## config.mk

```make
export PLATFORM = sky130hd
export DESIGN_NAME = imem_loader
export DESIGN_NICKNAME = d
export VERILOG_FILES = /design/src/rtl/mips_pkg.sv /design/src/rtl/imem_loader.sv
export SDC_FILE = /design/constraint.sdc
export NUM_CORES = 1
export LEC_CHECK = 0
export CELL_PAD_IN_SITES_DETAIL_PLACEMENT = 0
export CELL_PAD_IN_SITES_GLOBAL_PLACEMENT = 1
export CORE_ASPECT_RATIO = 0.8
export CORE_MARGIN = 4
export CORE_UTILIZATION = 35
export DETAILED_ROUTE_END_ITERATION = 7
export PLACE_DENSITY = 0.74
export SLEW_MARGIN = 5
export SYNTH_ARGS = -nofsm -noshare
export SYNTH_HDL_FRONTEND = slang
export SYNTH_SLANG_ARGS = --single-unit
```

## constraint.sdc

```tcl
create_clock -name clock -period 4.3 [get_ports clock]
set_input_delay 0.645 -clock clock [delete_from_list [all_inputs] [get_ports clock]]
set_output_delay 0.645 -clock clock [all_outputs]
set_load 0.02 [all_outputs]
```

## src/rtl/mips_pkg.sv

```systemverilog
// Shared SimpleMIPS definitions: instruction width and the loader state encoding.
// The enum is exported so benches can probe the loader state by name.
package mips_pkg;

  localparam int INSTR_W = 16;

  typedef enum logic [1:0] {
    IDLE = 2'd0,
    LOAD = 2'd1,
    DONE = 2'd2,
    ERR  = 2'd3
  } loader_state_e;

endpackage

```

## src/rtl/imem_loader.sv

```systemverilog
// Streams instruction words into imem from address 0; write lands 1 cycle after the transfer edge.
// in_ready is high only while loading, so the source simply stalls otherwise; the CPU is held until DONE.
module imem_loader
  import mips_pkg::*;
#(
  parameter int ADDR_W = 8,
  parameter int DATA_W = INSTR_W
) (
  input  logic              clock,
  input  logic              reset_n,
  input  logic              start,
  input  logic              in_valid,
  input  logic [DATA_W-1:0] in_data,
  input  logic              in_last,
  output logic              in_ready,
  output logic              imem_we,
  output logic [ADDR_W-1:0] imem_addr,
  output logic [DATA_W-1:0] imem_wdata,
  output logic              cpu_run,
  output logic              load_done,
  output logic              overflow,
  output logic [ADDR_W:0]   word_count,
  output logic [DATA_W-1:0] checksum
);

  loader_state_e     state_q, state_d;
  logic [ADDR_W:0]   count_q, count_d;
  logic [DATA_W-1:0] sum_q, sum_d;
  logic              we_q, we_d;
  logic [ADDR_W-1:0] addr_q, addr_d;
  logic [DATA_W-1:0] wdata_q, wdata_d;
  logic              run_q, run_d;

  // The word count doubles as the write pointer; its top bit only sets on the final slot.
  always_comb begin
    state_d = state_q;
    count_d = count_q;
    sum_d   = sum_q;
    we_d    = 1'b0;
    addr_d  = addr_q;
    wdata_d = wdata_q;
    run_d   = 1'b0;
    if (start) begin
      state_d = LOAD;
      count_d = '0;
      sum_d   = '0;
    end else begin
      unique case (state_q)
        LOAD: begin
          if (in_valid) begin
            we_d    = 1'b1;
            addr_d  = count_q[ADDR_W-1:0];
            wdata_d = in_data;
            count_d = count_q + 1'b1;
            sum_d   = sum_q + in_data;
            if (in_last) begin
              state_d = DONE;
            end else if (&count_q[ADDR_W-1:0]) begin
              state_d = ERR;
            end
          end
        end
        DONE:    run_d = 1'b1;
        default: ;
      endcase
    end
  end

  always_ff @(posedge clock or negedge reset_n) begin
    if (!reset_n) begin
      state_q <= IDLE;
      count_q <= '0;
      sum_q   <= '0;
      we_q    <= 1'b0;
      addr_q  <= '0;
      wdata_q <= '0;
      run_q   <= 1'b0;
    end else begin
      state_q <= state_d;
      count_q <= count_d;
      sum_q   <= sum_d;
      we_q    <= we_d;
      addr_q  <= addr_d;
      wdata_q <= wdata_d;
      run_q   <= run_d;
    end
  end

  assign in_ready   = (state_q == LOAD);
  assign load_done  = (state_q == DONE);
  assign overflow   = (state_q == ERR);
  assign imem_we    = we_q;
  assign imem_addr  = addr_q;
  assign imem_wdata = wdata_q;
  assign cpu_run    = run_q;
  assign word_count = count_q;
  assign checksum   = sum_q;

endmodule
```

Gate-type map:
Drawn at 4 px/micron.
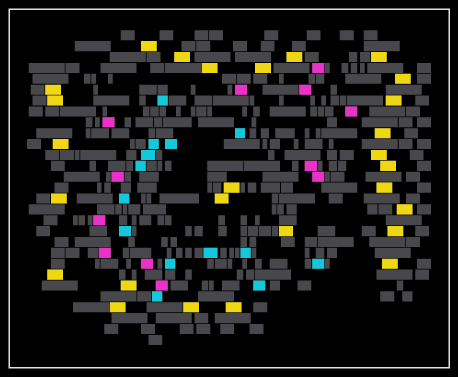
- yellow: multiplexers (cells 27; where all over the die)
- cyan: AND-OR and OR-AND gates (cells 14)
- magenta: XOR/XNOR gates (cells 12)
non-filler cells, final: 463
Commonest Layout Cell: clkdlybuf4s50_1
combinational share of cell area: 38.7%

Routing congestion:
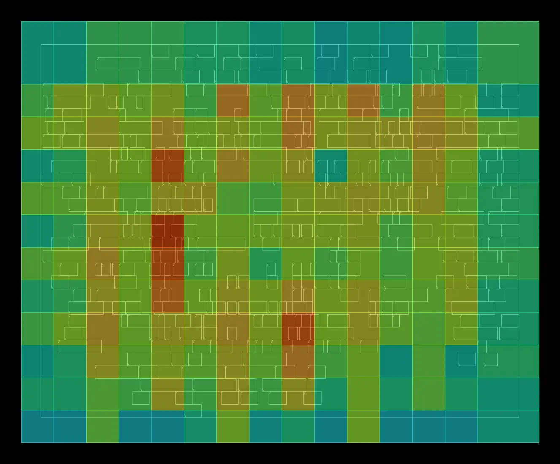
met3 GRT Util: 3.54%
final design utilization: 48.2%
grt met1 use: 20.9%
met2 Usage GRT: 23.1%

Signal wires on met1:
Drawn at 3 px/micron. Supply wires on this layer in grey.
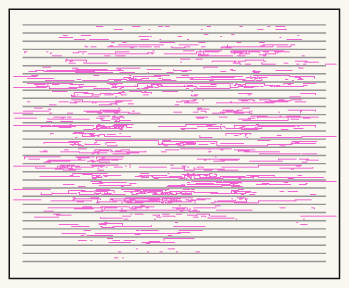
- main direction: horizontal
- longest straight run: 37.7 microns
- wire length on this layer: 3430 microns
- nets with wire on the layer: 341
vias post-DR: 2298
routed wire length: 6710 microns

Wiring by layer:
Drawn at 3 px/micron. Only two layers are drawn.
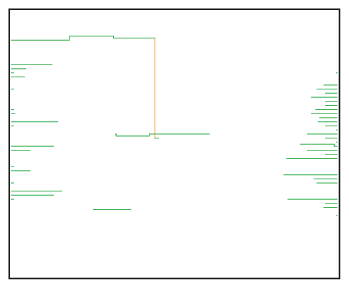
- green: metal 3 (wire length 375 microns)
- orange: metal 4 (wire length 33.3 microns)
GRT Util Overall: 14.6%
drt wl/cell: 14.5 microns

==> ci_impl_report.md <==
## Synthesis and layout report

| Metric | Value |
|---|---|
| Top Ports | `75` |
| Nature of the critical path startpoint | `input pin` |
| Sequential Power Share | `43.1%` |
| Max VDD drop | `0.205 mV` |
| Critical path peak fanout | `4` |
| Post-CTS resize count | `0` |
| Crit path DRT | `4490 ps` |
| Num rows | `29` |
| Worst setup EP type | `register` |
| Number of enable flip-flop cells | `0` |
| DRC | `0` |
| Post-Syn Area | `0.00289 sq mm` |
| Dominant flop cell | `dfrtp_1` |
| Setup_tns | `0 ps` |
| Clock sink count | `53` |
| FF+latch area | `0.00133 sq mm` |
| # Cells Yosys | `278` |
| Max-slew violation count | `0` |
| I/O Buffers | `74` |
| DP HPWL | `4950 microns` |
| Final setup vio count | `0` |
| Tool warnings | `26` |
| Layout cell share with drive strength beyond 1 | `6.76%` |
| Top layer in use | `met4` |
| Worst rel slew slack | `54.5%` |
| Yosys warns | `0` |
| Fmax | `353 MHz` |
| Metal1 wirelength | `3430 microns` |
| Vias in the first global route | `2337` |
| Area reported by Yosys stat | `0.00289 sq mm` |
| Initial core utilization | `36.2%` |
| Clk network pwr share | `21.3%` |
| CTS tree | `yes` |
| Post-Place Worst Slack | `1160 ps` |
| Clk buf depth | `2` |
| Combinational share of power | `35.6%` |
| Final hold violation count | `0` |
| Syn_area_per_cell | `10.4 sq um` |
| Layout Nets | `392` |
| Async SR Flop Fraction | `100%` |
| Final Hold Slack | `456 ps` |
| Die Width | `110 microns` |
| Clock Skews | `11.1 ps` |
| CP Class | `input pin to register` |
| Max Cap Viol | `0` |
| Root Driver | `clkbuf_8` |
| Late-Pin Clk Latency | `310 ps` |
| Hold Crit Class | `input pin to async pin` |
| Initial DRC count | `66` |
| Yosys top cell by area | `dfrtp_1` |
| Wire length on met3 | `375 microns` |
| CTS buffer count | `5` |
| Fin crit period | `2830 ps` |
| PD cells | `358 mW/mm^2` |
| Period utilization | `65.8%` |
| Post-Synthesis Cells | `278` |
| GP Congestion | `0.800` |
| Switching power | `470 uW` |
| Core footprint | `0.00798 sq mm` |
| Synth cell types | `46` |
| Layout area overhead | `33.2%` |
| 1st-pass router iterations | `4` |
| Hold buffer count at cts | `0` |
| Antenna violations before repair | `0` |
| Fin worst setup slack | `1470 ps` |
| Htree depth | `2` |
| Gr ovfl total | `0` |
| Internal power component | `907 uW` |
| Post-synth seq share | `45.9%` |
| Post-route ant nets | `0` |
| Largest net degree at the start of global routing | `54` |
| Synth top area cells | `dfrtp_1 46%, mux2_1 9.7%, ha_1 6.9%` |
| Leak | `1.65 nW` |
| Worst EP arrival | `3020 ps` |
| Status | `completed` |
| Vias per cell | `4.96` |
| Worst-path clk slew | `100 ps` |
| Dominant cell area share | `45.9%` |
| Met2 WL | `2880 microns` |
| First-pass GRT wire length | `11400 microns` |
| Die Ht | `89.3 microns` |
| Switching share of total power | `34.1%` |
| Setup repair bufs after CTS | `0` |
==> per-stage QoR <==
stage	std cells	util, %	instance area [sq um]	power, mW
4_1_cts	463	48.2	3850	1.40
3_5_place_dp	455	47.1	3760	1.10
3_3_place_gp	455	47.1	3760	1.10
5_1_grt	463	48.2	3850	1.47
6_report	463	48.2	3850	1.38
2_1_floorplan	278	-	2890	0.891
==> power by group through the flow <==
stage | clock (mW) | combinational (mW) | sequential [mW]
after CTS | 0.311 | 0.497 | 0.595
after floorplan | 0 | 0.216 | 0.675
after detailed placement | 0 | 0.494 | 0.605
after global placement | 0 | 0.493 | 0.603
final | 0.293 | 0.491 | 0.594
after global routing | 0.326 | 0.539 | 0.604
==> critical path, stage by stage <==
cell and delay [ps]:
clkdlybuf4s50_1 490, ha_1 210, inv_1 60, fa_1 370, nor2b_1 200, o31a_2 210, o2111ai_2 200, a32oi_1 290
nor4_1 80, a211o_1 280
==> final timing paths <==
| check | startpoint | to | slack, ps | cells past startpoint |
|---|---|---|---|---|
| max in group asynchronous | reset_n | checksum[14]$_DFFE_PN0P_ | 3400 | 2 |
| min | reset_n | imem_wdata[12]$_DFFE_PN0P_ | 460 | 2 |
| max | in_data[0] | checksum[12]$_DFFE_PN0P_ | 1470 | 10 |
| max reg2reg | checksum[0]$_DFFE_PN0P_ | checksum[12]$_DFFE_PN0P_ | 1840 | 9 |
| min reg2reg | imem_wdata[12]$_DFFE_PN0P_ | imem_wdata[12]$_DFFE_PN0P_ | 490 | 1 |
| min in group clock | imem_wdata[12]$_DFFE_PN0P_ | imem_wdata[12]$_DFFE_PN0P_ | 490 | 1 |
==> flip-flops by register name, indices dropped and copies added, names as in the netlist <==
register,count
imem_we,1
checksum,16
imem_wdata,16
state_q,2
imem_addr,8
word_count,9
cpu_run,1
==> cell families after synthesis <==
family / Yosys count / share of synthesized area, %
simple gates: 87 / 14.5
compound gates: 64 / 15.4
flops: 53 / 45.9
mux: 27 / 10.4
buf+inv: 18 / 2.60
fa+ha+maj: 17 / 7.62
xor+xnor: 12 / 3.64
==> cells in the final DEF (no fill, tap or decap), drive strengths merged, types with 7 or more instances in the layout <==
master / count
clkdlybuf4s50: 73
dfrtp: 53
nand2: 27
a21oi: 26
mux2: 25
nor2: 23
ha: 16
o21ai: 13
inv: 8
nand3: 7
xor2: 7
buf: 7
==> cells in the mapped netlist, types with 6 or more instances <==
library cell  count
dfrtp_1          53
nand2_1          27
a21oi_1          25
mux2_1           25
nor2_1           22
ha_1             16
inv_1             7
nand3_1           7
o21ai_0           7
xor2_1            7
buf_2             6
nor3_1            6
o21ai_1           6
==> layout make-up <==
| type | count | share of cell area (%) |
|---|---|---|
| Multi-Input combinational cell | 207 | 38.7 |
| Timing Repair Buffer | 80 | 20.3 |
| Tap cell | 108 | 3.51 |
| Inverter | 7 | 0.682 |
| Clock inverter | 3 | 0.650 |
| Sequential cell | 53 | 34.4 |
| Clock buffer | 5 | 1.79 |
==> routing by layer <==
layer / GRT usage [%] / vias to the layer above
li1: - / 1142
met1: 20.9 / 1104
met2: 23.1 / 50
met3: 3.54 / 2
met4: 2.38 / 0
met5: 0 / -
Power and IR drop assume default switching activity.
